`src/rtl/pwm_pkg.sv`:
```
// Shared types for the PWM monitor: FSM states, result record and edge-count helper.
package pwm_pkg;

    localparam int PWM_WIDTH = 13;

    typedef enum logic [1:0] {
        ST_IDLE    = 2'd0,
        ST_SYNC    = 2'd1,
        ST_MEASURE = 2'd2,
        ST_PUBLISH = 2'd3
    } pwm_state_e;

    typedef struct packed {
        logic [PWM_WIDTH-1:0] left;
        logic [PWM_WIDTH-1:0] right;
        logic                 over;
        logic [PWM_WIDTH-1:0] duty;
        logic                 stuck;
        logic                 glitch;
    } pwm_result_t;

    // Edge counts only need to distinguish none / one / more than one.
    function automatic logic [1:0] sat_inc2(input logic [1:0] cnt);
        return (cnt >= 2'd2) ? 2'd2 : cnt + 2'd1;
    endfunction

endpackage

```
`src/rtl/edge_capture.sv`:
```
// Per-period edge bookkeeping on the sampled PWM: first rise/fall time, saturating counts, high count.
// start_i opens a new period with the current sample included; registered, no backpressure.
module edge_capture
    import pwm_pkg::*;
#(
    parameter int WIDTH = PWM_WIDTH
) (
    input  logic             clk_i,
    input  logic             rst_i,
    input  logic             sample_i,
    input  logic [WIDTH-1:0] t_adj_i,
    input  logic             start_i,
    input  logic             acc_i,
    output logic [WIDTH-1:0] rise_t_o,
    output logic [WIDTH-1:0] fall_t_o,
    output logic [1:0]       rise_cnt_o,
    output logic [1:0]       fall_cnt_o,
    output logic [WIDTH-1:0] high_cnt_o
);

    logic             prev_q;
    logic [WIDTH-1:0] rise_t_q, rise_t_d;
    logic [WIDTH-1:0] fall_t_q, fall_t_d;
    logic [1:0]       rise_cnt_q, rise_cnt_d;
    logic [1:0]       fall_cnt_q, fall_cnt_d;
    logic [WIDTH-1:0] high_cnt_q, high_cnt_d;
    logic             rise, fall;

    assign rise = ~prev_q &  sample_i;
    assign fall =  prev_q & ~sample_i;

    always_comb begin
        rise_t_d   = rise_t_q;
        fall_t_d   = fall_t_q;
        rise_cnt_d = rise_cnt_q;
        fall_cnt_d = fall_cnt_q;
        high_cnt_d = high_cnt_q;
        if (start_i) begin
            rise_t_d   = '0;
            fall_t_d   = '0;
            rise_cnt_d = 2'd0;
            fall_cnt_d = 2'd0;
            high_cnt_d = '0;
        end
        // The boundary sample is the first sample of the period being opened.
        if (start_i || acc_i) begin
            if (rise) begin
                if (rise_cnt_d == 2'd0) begin
                    rise_t_d = t_adj_i;
                end
                rise_cnt_d = sat_inc2(rise_cnt_d);
            end
            if (fall) begin
                if (fall_cnt_d == 2'd0) begin
                    fall_t_d = t_adj_i;
                end
                fall_cnt_d = sat_inc2(fall_cnt_d);
            end
            high_cnt_d = high_cnt_d + {{(WIDTH-1){1'b0}}, sample_i};
        end
    end

    always_ff @(posedge clk_i or posedge rst_i) begin
        if (rst_i) begin
            prev_q     <= 1'b0;
            rise_t_q   <= '0;
            fall_t_q   <= '0;
            rise_cnt_q <= 2'd0;
            fall_cnt_q <= 2'd0;
            high_cnt_q <= '0;
        end else begin
            prev_q     <= sample_i;
            rise_t_q   <= rise_t_d;
            fall_t_q   <= fall_t_d;
            rise_cnt_q <= rise_cnt_d;
            fall_cnt_q <= fall_cnt_d;
            high_cnt_q <= high_cnt_d;
        end
    end

    assign rise_t_o   = rise_t_q;
    assign fall_t_o   = fall_t_q;
    assign rise_cnt_o = rise_cnt_q;
    assign fall_cnt_o = fall_cnt_q;
    assign high_cnt_o = high_cnt_q;

endmodule

```
`src/rtl/pwm_monitor.sv`:
```
// Decodes one PWM drive waveform back into LEFT/RIGHT/OVER/DUTY once per period against TIME_CNT.
// Results and VALID update one clock after the period boundary; free-running tap, no backpressure.
module pwm_monitor
    import pwm_pkg::*;
#(
    parameter int WIDTH   = PWM_WIDTH,
    parameter int LATENCY = 1
) (
    input  logic             CLK,
    input  logic             RST,
    input  logic             ENABLE,
    input  logic [WIDTH-1:0] TIME_CNT,
    input  logic [WIDTH-1:0] CYCLE,
    input  logic             PWM_IN,
    output logic [WIDTH-1:0] LEFT,
    output logic [WIDTH-1:0] RIGHT,
    output logic             OVER,
    output logic [WIDTH-1:0] DUTY,
    output logic             STUCK,
    output logic             GLITCH,
    output logic             VALID
);

    pwm_state_e       state_q, state_d;
    logic [WIDTH-1:0] cyc_q, cyc_d;
    logic [WIDTH-1:0] cyc_cur;
    logic [WIDTH:0]   t_sum;
    logic [WIDTH-1:0] t_adj;
    logic             boundary;
    logic             start, acc, publish;
    pwm_result_t      res_q, res_d;
    logic             valid_q;

    logic [WIDTH-1:0] rise_t, fall_t, high_cnt;
    logic [1:0]       rise_cnt, fall_cnt;

    // Before the first boundary there is no latched period, so align against the live CYCLE.
    assign cyc_cur  = (state_q == ST_MEASURE || state_q == ST_PUBLISH) ? cyc_q : CYCLE;
    assign t_sum    = {1'b0, TIME_CNT} + {1'b0, cyc_cur} - (WIDTH+1)'(LATENCY);
    assign t_adj    = WIDTH'((t_sum >= {1'b0, cyc_cur}) ? t_sum - {1'b0, cyc_cur} : t_sum);
    assign boundary = (t_adj == '0);

    always_comb begin
        state_d = state_q;
        cyc_d   = cyc_q;
        start   = 1'b0;
        acc     = 1'b0;
        publish = 1'b0;
        case (state_q)
            ST_IDLE: begin
                state_d = ST_SYNC;
            end
            ST_SYNC: begin
                if (boundary) begin
                    state_d = ST_MEASURE;
                    start   = 1'b1;
                    cyc_d   = CYCLE;
                end
            end
            ST_MEASURE: begin
                acc = 1'b1;
                if (boundary) begin
                    state_d = ST_PUBLISH;
                    start   = 1'b1;
                    cyc_d   = CYCLE;
                    publish = 1'b1;
                end
            end
            ST_PUBLISH: begin
                acc     = 1'b1;
                state_d = ST_MEASURE;
            end
            default: begin
                state_d = ST_IDLE;
            end
        endcase
        if (!ENABLE) begin
            state_d = ST_IDLE;
            cyc_d   = cyc_q;
            start   = 1'b0;
            acc     = 1'b0;
            publish = 1'b0;
        end
    end

    // Accumulators still hold the closing period here; the boundary sample goes to the next one.
    always_comb begin
        res_d = res_q;
        if (publish) begin
            if (rise_cnt == 2'd0 && fall_cnt == 2'd0) begin
                res_d.left   = '0;
                res_d.right  = '0;
                res_d.over   = 1'b0;
                res_d.duty   = PWM_WIDTH'(high_cnt);
                res_d.stuck  = 1'b1;
                res_d.glitch = 1'b0;
            end else if (rise_cnt == 2'd1 && fall_cnt == 2'd1) begin
                res_d.left   = PWM_WIDTH'(rise_t);
                res_d.right  = PWM_WIDTH'(fall_t);
                res_d.over   = (rise_t > fall_t);
                res_d.duty   = PWM_WIDTH'(high_cnt);
                res_d.stuck  = 1'b0;
                res_d.glitch = 1'b0;
            end else begin
                res_d.stuck  = 1'b0;
                res_d.glitch = 1'b1;
            end
        end
    end

    always_ff @(posedge CLK or posedge RST) begin
        if (RST) begin
            state_q <= ST_IDLE;
            cyc_q   <= '0;
            res_q   <= '0;
            valid_q <= 1'b0;
        end else begin
            state_q <= state_d;
            cyc_q   <= cyc_d;
            res_q   <= res_d;
            valid_q <= publish;
        end
    end

    edge_capture #(
        .WIDTH(WIDTH)
    ) u_edge_capture (
        .clk_i      (CLK),
        .rst_i      (RST),
        .sample_i   (PWM_IN),
        .t_adj_i    (t_adj),
        .start_i    (start),
        .acc_i      (acc),
        .rise_t_o   (rise_t),
        .fall_t_o   (fall_t),
        .rise_cnt_o (rise_cnt),
        .fall_cnt_o (fall_cnt),
        .high_cnt_o (high_cnt)
    );

    assign LEFT   = WIDTH'(res_q.left);
    assign RIGHT  = WIDTH'(res_q.right);
    assign OVER   = res_q.over;
    assign DUTY   = WIDTH'(res_q.duty);
    assign STUCK  = res_q.stuck;
    assign GLITCH = res_q.glitch;
    assign VALID  = valid_q;

endmodule

```
`config.mk`:
```
export PLATFORM = sky130hd
export DESIGN_NAME = pwm_monitor
export DESIGN_NICKNAME = d
export VERILOG_FILES = /design/src/rtl/pwm_pkg.sv /design/src/rtl/edge_capture.sv /design/src/rtl/pwm_monitor.sv
export SDC_FILE = /design/constraint.sdc
export NUM_CORES = 1
export LEC_CHECK = 0
export CORE_UTILIZATION = 30
export DETAILED_ROUTE_END_ITERATION = 10
export PLACE_DENSITY = 0.44
export SYNTH_ARGS = -nofsm -noshare
export SYNTH_HDL_FRONTEND = slang
export SYNTH_HIERARCHICAL = 1
export SYNTH_SLANG_ARGS = --single-unit
```
`constraint.sdc`:
```
create_clock -name CLK -period 10.45 [get_ports CLK]
set_input_delay 1.045 -clock CLK [delete_from_list [all_inputs] [get_ports CLK]]
set_output_delay 1.045 -clock CLK [all_outputs]
set_load 0.03 [all_outputs]
```
==> impl_metrics.ini <==
; synthesis and place-and-route metrics
[grt]
grt_use_total_pct = 14.6
grt_overflow = 0

[yosys]
synth.cellmix.adderShare_pct = 9.40
fp_nets = 766
top_area_cell = dfrtp_1
aoi_share_pct = 9.70
ys_top_cells_by_count = 102 x dfrtp_1, 80 x inv_1, 60 x mux2_2, 49 x ha_1, 47 x nand2_1
postSynthCellCount = 686
async_reset_ff_share_pct = 100
logic_family = multiplexers
yosysMostFrequentCell = dfrtp_1
ys_types = 67
ff_type = dfrtp_1

[detailed_routing]
wl_um = 16300
firstDrtPassIters = 4
via_count = 5010
dr_wl_met2_um = 7720
drt_iter0_markers = 270
route.met3.wl_um = 454
ant_nets = 0

[sta]
layout_worst_path_cycle_share_pct = 81.2
tns_ns = 0
layout_setup_ws_ns = 1.96
finalMaxSlewViolations = 0

[placed_design]
pre_cts_ws_ns = 2.00
place_congestion = 0.858
place_area_um2 = 7810
dp.cells = 1021

[worst_setup_path]
r2r_end = u_edge_capture/rise_t_o[8]
cp_data_arrival_time_ns = 8.72
cp-startpoint = state_q[0]
crit_end = u_edge_capture/rise_t_o[8]
ff2ff_setup_slack_ns = 1.96
cp-end-kind = register
crit_buf_inv = 3
cp_max_fo = 32
setup.worst_path.start_class = register
critical_path.top_delay_family = simple AND/OR/NAND/NOR gates

[power]
combPwrFrac_pct = 67.4
p_total_uw = 2570
seq_power_uw = 510
p_comb_uw = 1730
sequentialPowerShare_pct = 19.8

[job]
warning_count = 30

[final_layout]
logic_gates = 482
diodes = 0
largest_cell_class = logic gates
clk_share_pct = 3.52
nonClockBufferCount = 77
drive_gt1_share_pct = 13.2

[worst_hold_path]
hp-class = register to register
hp-start = OVER

[die]
die_x_um = 153
n_tap_cell = 280
fp.dieH_um = 153
fp_util_pct = 31.0

[status]
status = finished, final reports clean

[clocking]
cts-hold-fix-buffers = 0
cts_setup_buffers = 0
clk_path_buf_depth = 2
clkTransAtPathRegs_ns = 0.07
Logic cells by family:
Scale bar: 50 um.
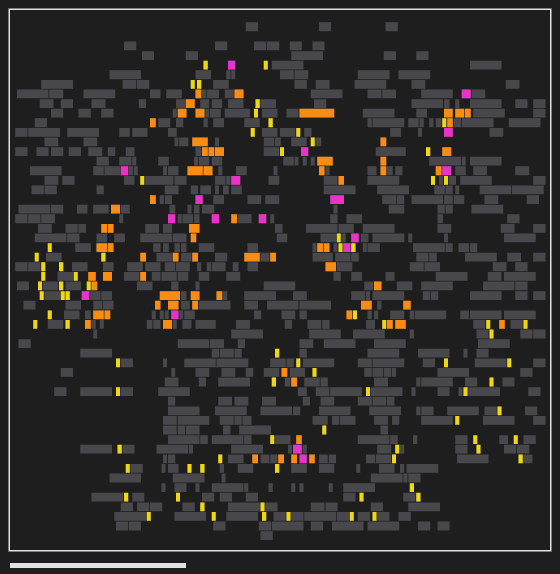
inverting AOI/OAI gates: drawn in orange, cells 70. inverters: drawn in yellow, cells 80, where spread over the die. AND and OR gates: drawn in magenta, cells 18.
Post-Layout Cell Count: 1,036
most frequent logic cell in the layout: dfrtp_1
Comb/total area: 47.5%

Floorplan with the power grid:
Pins as bars on the die edge. Tap cells in grey.
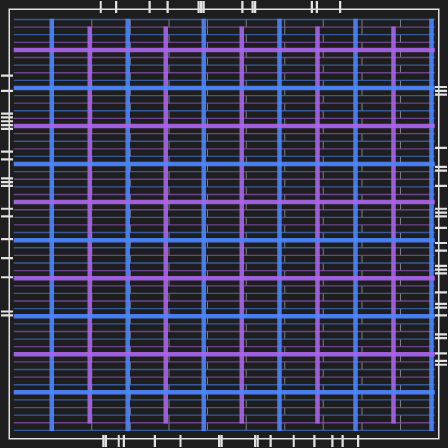
VSS: drawn in blue. VDD: drawn in purple.
10 straps on met5. 73 signal pins sit on the boundary. 55 met1 rails follow the rows. 11 straps on met4. 280 tap cells.
core area: 22,100 um^2
VDD IR max: 0.199 mV

Routed clock nets over the placement:
Scale bar: 50 um.
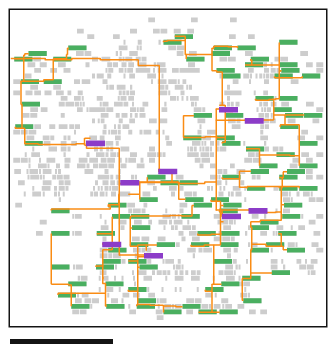
flip-flops: drawn in green, count 102. cells driving clock nets: drawn in purple, count 9. clock wires: drawn in orange, length 1,490 um.
There are 10 routed clock nets.
clock skew: 0.0116 ns
clock network power: 329 uW

Placed cells, one colour a class:
Scale bar: 50 um.
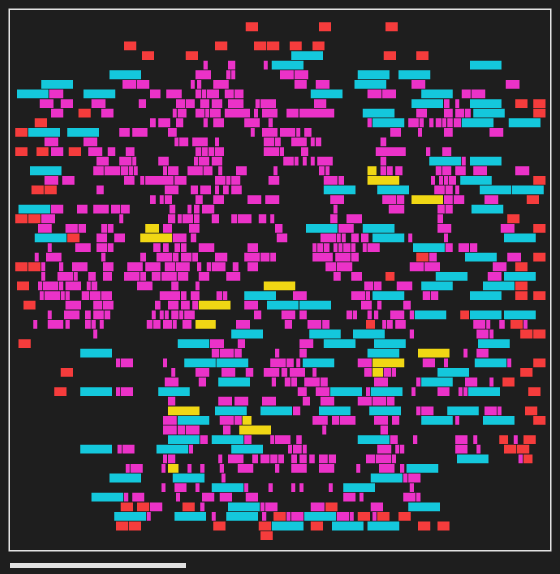
flops: drawn in cyan, cells 102. other buffers and delay cells: drawn in red, cells 77. all other logic: drawn in magenta, cells 562. clock drivers and dummy loads: drawn in yellow, cells 15.
Rows: 54
register share of the cell area: 31.5%
fin area: 8100 um^2
Core Util, Final: 36.6%

Clock nets:
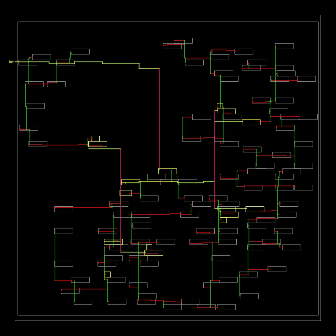
Num CTS Buffers: 9
num sequential: 102
clkbuf count: 9
clk sinks: 102

Power and IR drop assume default switching activity.
